[config.mk]
export PLATFORM = sky130hd
export DESIGN_NAME = pc_gen
export DESIGN_NICKNAME = d
export VERILOG_FILES = /design/src/rtl/pc_gen.sv
export SDC_FILE = /design/constraint.sdc
export NUM_CORES = 1
export LEC_CHECK = 0
export CAP_MARGIN = 20
export CORE_AREA = 10 10 137 139
export CTS_CLUSTER_DIAMETER = 80
export DETAILED_ROUTE_END_ITERATION = 8
export DIE_AREA = 0 0 147 149
export HOLD_SLACK_MARGIN = 0.12
export PLACE_DENSITY_LB_ADDON = 0.2
export SYNTH_ARGS = -nofsm -noshare
export SYNTH_HDL_FRONTEND = slang
export SYNTH_SLANG_ARGS = --single-unit
[constraint.sdc]
create_clock -name clk -period 5.2 [get_ports clk]
set_input_delay 0.52 -clock clk [delete_from_list [all_inputs] [get_ports clk]]
set_output_delay 0.52 -clock clk [all_outputs]
set_load 0.02 [all_outputs]
[src/rtl/pc_gen.sv]
// ---------------------------------------------------------------------------
// pc_gen -- instruction fetch program-counter generator
//
// Produces the fetch address for the instruction memory. It steps
// sequentially by INC and can be redirected by a flush or by a resolved
// taken branch. A branch that arrives while the fetch stage cannot advance
// is parked in a one-entry pending register. That target is applied at the
// next advance.
//
// Optional feature (macro PC_GEN_BTB_EN): a direct-mapped branch target
// buffer of BTB_DEPTH entries. Each entry holds a valid bit, a tag and a
// target. The entry index is taken from the PC bits just above log2(INC),
// and the tag is the PC bits above the index. When the macro is undefined,
// no BTB storage exists, pred_taken_o is 0 and branch_pc_i is ignored.
//
// Parameters
//   ADDR_W        PC / target width in bits
//   RESET_VECTOR  first fetch address after reset
//   INC           sequential increment in bytes
//   BTB_DEPTH     BTB entries (power of two, >= 2)
//
// Ports
//   clk, rst          clock, synchronous active-high reset
//   stall_i           fetch-stage stall from pipeline control
//   flush_i/_pc_i     flush redirect request and target
//   branch_i          resolved taken branch from decode
//   branch_target_i   branch target
//   branch_pc_i       address of the branch instruction (BTB write key)
//   fetch_ready_i     instruction memory accepts pc_o this cycle
//   pc_o              current fetch address
//   ce_o              instruction memory chip enable
//   fetch_valid_o     pc_o is a valid fetch request
//   pred_taken_o      pc_o came from a BTB prediction
// ---------------------------------------------------------------------------
module pc_gen #(
    parameter int                 ADDR_W       = 32,
    parameter logic [ADDR_W-1:0]  RESET_VECTOR = '0,
    parameter int                 INC          = 4,
    parameter int                 BTB_DEPTH    = 8
) (
    input  logic              clk,
    input  logic              rst,
    input  logic              stall_i,
    input  logic              flush_i,
    input  logic [ADDR_W-1:0] flush_pc_i,
    input  logic              branch_i,
    input  logic [ADDR_W-1:0] branch_target_i,
    input  logic [ADDR_W-1:0] branch_pc_i,
    input  logic              fetch_ready_i,
    output logic [ADDR_W-1:0] pc_o,
    output logic              ce_o,
    output logic              fetch_valid_o,
    output logic              pred_taken_o
);

    typedef enum logic [1:0] {
        S_BOOT = 2'd0,
        S_RUN  = 2'd1,
        S_HOLD = 2'd2
    } state_t;

    state_t            state_q, state_d;
    logic [ADDR_W-1:0] pc_q, pc_d;
    logic              pred_q, pred_d;
    logic              pend_valid_q, pend_valid_d;
    logic [ADDR_W-1:0] pend_pc_q, pend_pc_d;

    logic              advance;
    logic              btb_hit;
    logic [ADDR_W-1:0] btb_target;

    // Every bit of branch_pc_i is folded in here so that the port counts as
    // used even in the build without a BTB.
    logic              unused_ok;
    assign unused_ok = ^branch_pc_i;

`ifdef PC_GEN_BTB_EN
    localparam int OFF_W = $clog2(INC);
    localparam int IDX_W = $clog2(BTB_DEPTH);
    localparam int TAG_W = ADDR_W - OFF_W - IDX_W;

    logic [BTB_DEPTH-1:0] btb_valid_q;
    logic [TAG_W-1:0]     btb_tag_q [BTB_DEPTH];
    logic [ADDR_W-1:0]    btb_tgt_q [BTB_DEPTH];

    logic [IDX_W-1:0]     wr_idx, rd_idx;
    logic [TAG_W-1:0]     wr_tag, rd_tag;

    assign wr_idx = branch_pc_i[OFF_W +: IDX_W];
    assign wr_tag = branch_pc_i[ADDR_W-1 -: TAG_W];
    assign rd_idx = pc_q[OFF_W +: IDX_W];
    assign rd_tag = pc_q[ADDR_W-1 -: TAG_W];

    // The lookup is combinational on the current pc_o. A write in the same
    // cycle only becomes visible after the edge.
    assign btb_hit    = btb_valid_q[rd_idx] && (btb_tag_q[rd_idx] == rd_tag);
    assign btb_target = btb_tgt_q[rd_idx];

    always_ff @(posedge clk) begin
        if (rst) begin
            btb_valid_q <= '0;
        end else if (branch_i) begin
            btb_valid_q[wr_idx] <= 1'b1;
        end
    end

    // Tag and target storage needs no reset because the valid bits gate it.
    always_ff @(posedge clk) begin
        if (!rst && branch_i) begin
            btb_tag_q[wr_idx] <= wr_tag;
            btb_tgt_q[wr_idx] <= branch_target_i;
        end
    end
`else
    assign btb_hit    = 1'b0;
    assign btb_target = '0;
`endif

    assign advance = (state_q != S_BOOT) && fetch_ready_i && !stall_i;

    always_comb begin
        state_d      = state_q;
        pc_d         = pc_q;
        pred_d       = pred_q;
        pend_valid_d = pend_valid_q;
        pend_pc_d    = pend_pc_q;

        case (state_q)
            S_BOOT:  state_d = S_RUN;
            S_RUN,
            S_HOLD:  state_d = advance ? S_RUN : S_HOLD;
            default: state_d = S_BOOT;
        endcase

        if (flush_i) begin
            pc_d         = flush_pc_i;
            pred_d       = 1'b0;
            pend_valid_d = 1'b0;
        end else if (advance) begin
            // Any advance consumes the pending redirect, even when a fresher
            // branch supersedes it.
            pend_valid_d = 1'b0;
            pred_d       = 1'b0;
            if (branch_i) begin
                pc_d = branch_target_i;
            end else if (pend_valid_q) begin
                pc_d = pend_pc_q;
            end else if (btb_hit) begin
                pc_d   = btb_target;
                pred_d = 1'b1;
            end else begin
                pc_d = pc_q + ADDR_W'(INC);
            end
        end else if (branch_i) begin
            pend_valid_d = 1'b1;
            pend_pc_d    = branch_target_i;
        end
    end

    always_ff @(posedge clk) begin
        if (rst) begin
            state_q      <= S_BOOT;
            pc_q         <= RESET_VECTOR;
            pred_q       <= 1'b0;
            pend_valid_q <= 1'b0;
            pend_pc_q    <= '0;
        end else begin
            state_q      <= state_d;
            pc_q         <= pc_d;
            pred_q       <= pred_d;
            pend_valid_q <= pend_valid_d;
            pend_pc_q    <= pend_pc_d;
        end
    end

    assign pc_o          = pc_q;
    assign ce_o          = (state_q != S_BOOT);
    assign fetch_valid_o = (state_q != S_BOOT);
    assign pred_taken_o  = pred_q;

endmodule

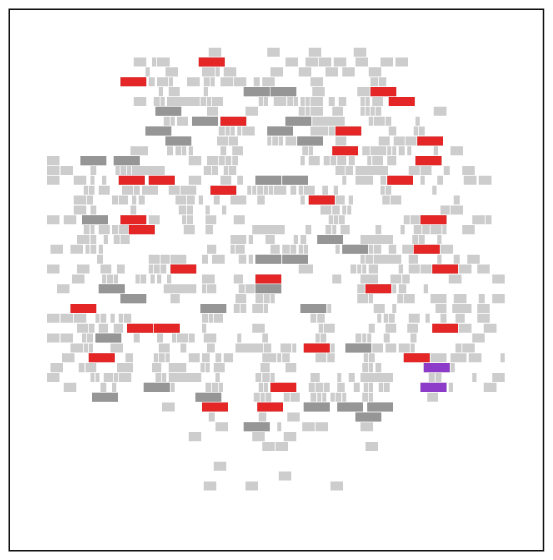
*Where the registers sit*
name in the netlist	color	flops
state_q	purple	2
pc_o	red	32
not colored	33
area used by sequential logic in the layout: 1340 um2
register share of the cell area: 24.6%
power attributed to sequential cells: 0.000605 W

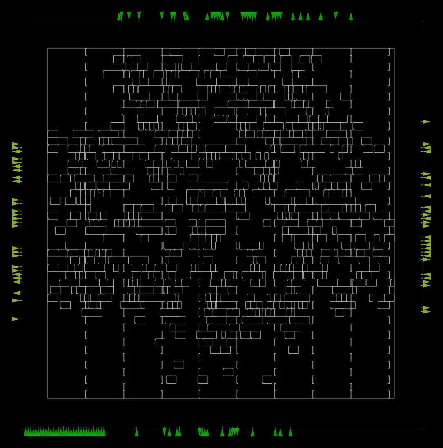
*Cell outlines without signal wires*
final non-filler cell total: 835
Std-Cell Rows: 47

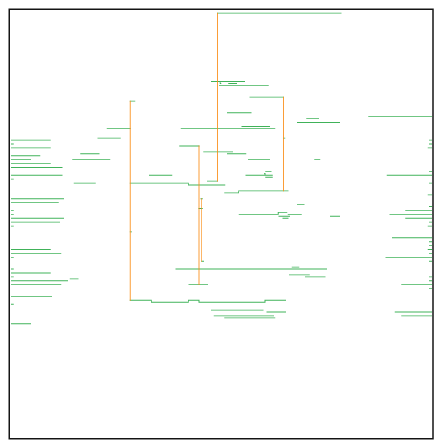
*Wiring by layer*
Two of the layers only.
layer	color	wire length
met3	green	964 um
met4	orange	231 um
per-cell routed wire length: 18.5 um
detailed-route via count: 4,289

==> notes.md <==
impl run done, here's what came out: area of the die=21,900 um2, Setup crit start kind=input port, compound-gate portion of the synthesized area=27.8%, sum of internal, switching and leakage power=0.00167 W, number of cells in the yosys synthesis report=534, most frequent cells in the layout=sky130_fd_sc_hd__nand2_1 (117), sky130_fd_sc_hd__clkdlybuf4s50_1 (101), sky130_fd_sc_hd__a21oi_1 (77), worst-case reg-to-reg path depth=8, pre-CTS setup slack=1.91 ns, Worst Setup EP=pend_pc_q[11], area-dominant cell class after layout=combinational gates, adder and majority cell fraction of the synthesized area=0.946%, met1 Use GR=17.8%, type of the most critical hold path=register to register, maximum number of pins on one net before global-route repair=71, instance area at placement=5130 um2, overflow left after global routing=0, mux cell area share after synthesis=0.788%, number of inserted diodes=0, switching power of the nets=0.000526 W, pre-placement core utilization=24.5%, Final Net Count=716, Combinational Gates=406, largest power group=the clock network, highest-utilization routing layer at the global route stage=met2, count of endpoints failing hold in the final timing report=0, number of instances in the synthesized netlist=534, clock root buffer=sky130_fd_sc_hd__clkbuf_16, flip-flop and latch count after synthesis=67, count of library flops with an enable pin=0, count of cell types in the netlist=65, final worst slack=2.30 ns, path type of the worst setup path=input port to register, post-synthesis sequential area ratio=33.8%, top metal layer carrying routed signals=met4, time the final worst path needs with I/O delays and setup=2.90 ns, delay contributed by the slowest stage of the critical path=0.78 ns, Latency at later pin=0.34 ns, DRT Pass-1 Iters=5, P_leak=1.84 nW, Fmax=344 MHz, cell type with the largest total area=sky130_fd_sc_hd__dfxtp_1, half-perimeter wire length after detailed placement=10.7 mm, total placed cells including tap cells=819, status=complete, no violations, post-synthesis share of cell area spent on xor and xnor gates=2.65%, critical path cell sequence=clkdlybuf4s50_1 > buf_4 > inv_1 > nor3_2 > buf_4 > nand2_1 > a21oi_1, first-pass GRT wire length=23.5 mm, fraction of standard cell area in multi-input logic=43.5%, remaining antenna violation count=0, routed length on met2=7.11 mm, Max-Cap Viols=0, Sink Count=67, total power per unit cell area=306 nW/um2, number of buffers on the longest clock path=2, number of global-route vias before repair=4,146, Power Internal=0.00114 W, part of the power in the clock network=36.7%, met2 Use GR=20.8%, CTS buffer count=9, Data required, critical path=5.46 ns, share of Yosys cell area claimed by the top area cell type=33.8%, dominant register cell in the synthesized netlist=sky130_fd_sc_hd__dfxtp_1, Post-Syn Area per Cell=7.43 um2, quantity of hold-fixing buffers added after cts=0, post-cts gate resize count=0, post-route setup TNS=0 ns, fin crit share=55.9%, most frequent cell on the critical path=sky130_fd_sc_hd__buf_4, routed vias/inst=5.14, TritonCTS clock tree=yes, worst setup path start=branch_i, tap cells=220, layout cell share with drive strength beyond 1=7.64%, IO Pins=137, endpoint arrival time on the critical path=3.16 ns, final design utilization=33.7%, overall routing resource usage=13.6%, number of DRC violations after detailed routing=0, total number of H-tree levels=3, worst hold path endpoint=pend_pc_q[5], area fraction in and, or, nand and nor cells after synthesis=27.1%, family with the most delay on the worst path=buffers and inverters, number of logic inverters in the finished layout=12, headroom to the max-slew limit=37.2%, tool warnings=59, clock transition time at the flip-flop clock pins of the worst setup and hold paths=0.06 ns, Iteration-0 DRC Markers=327, Setup Fix Bufs, Post-CTS=0, Hold Crit Depth=2, Clock buffer cells=14, terminus of the critical flop-to-flop path=pc_o[18], Clock group=0.000613 W, number of buffers added on ports=103, combinational group share of total power=27.0%, flip-flops=67, Layout Area Growth over Synthesis=37.2%, Clock Skews=0.00478 ns, Yosys top cell by instances=sky130_fd_sc_hd__nand2_1, register-to-register setup slack=2.67 ns, floorplan die height=149 um, met3 layer wire length in the routed design=963 um, # fillers=1,708, synthesized chip area reported by yosys=3970 um2, antenna violations before repair=0, crit path max-delay cell type=sky130_fd_sc_hd__nor3_2, leading post-synthesis cells by instance count=sky130_fd_sc_hd__nand2_1 (117), sky130_fd_sc_hd__a21oi_1 (77), sky130_fd_sc_hd__dfxtp_1 (67), sum of routed wire segments on met1=7.13 mm, measured slew at the worst slew-check pin=0.937 ns, total number of yosys warnings=0, Non-Clock Buffer Area Fraction=20.5%, horizontal extent of the die=147 um, power consumed by combinational cells=0.000450 W, share of power burned in registers=36.3%, post-synthesis instance area=3970 um2, number of ordinary and repair buffers in the finished layout=115, standard cell core area=16,200 um2, most frequent logic cell in the layout=sky130_fd_sc_hd__nand2_1, leading cell types by total area after synthesis=sky130_fd_sc_hd__dfxtp_1 (34%), sky130_fd_sc_hd__nand2_1 (11%), sky130_fd_sc_hd__a21oi_1 (9.7%), number of cells on the critical path=7, pins over their slew limit=0, Final Hold Slack=0.450 ns, Routed WL=15.4 mm, Reg2Reg Launch Point=state_q[0], syn_nets=639, beginning of the worst hold path=pend_pc_q[5], area occupied by multi-input gates=2370 um2
Power and IR drop assume default switching activity.
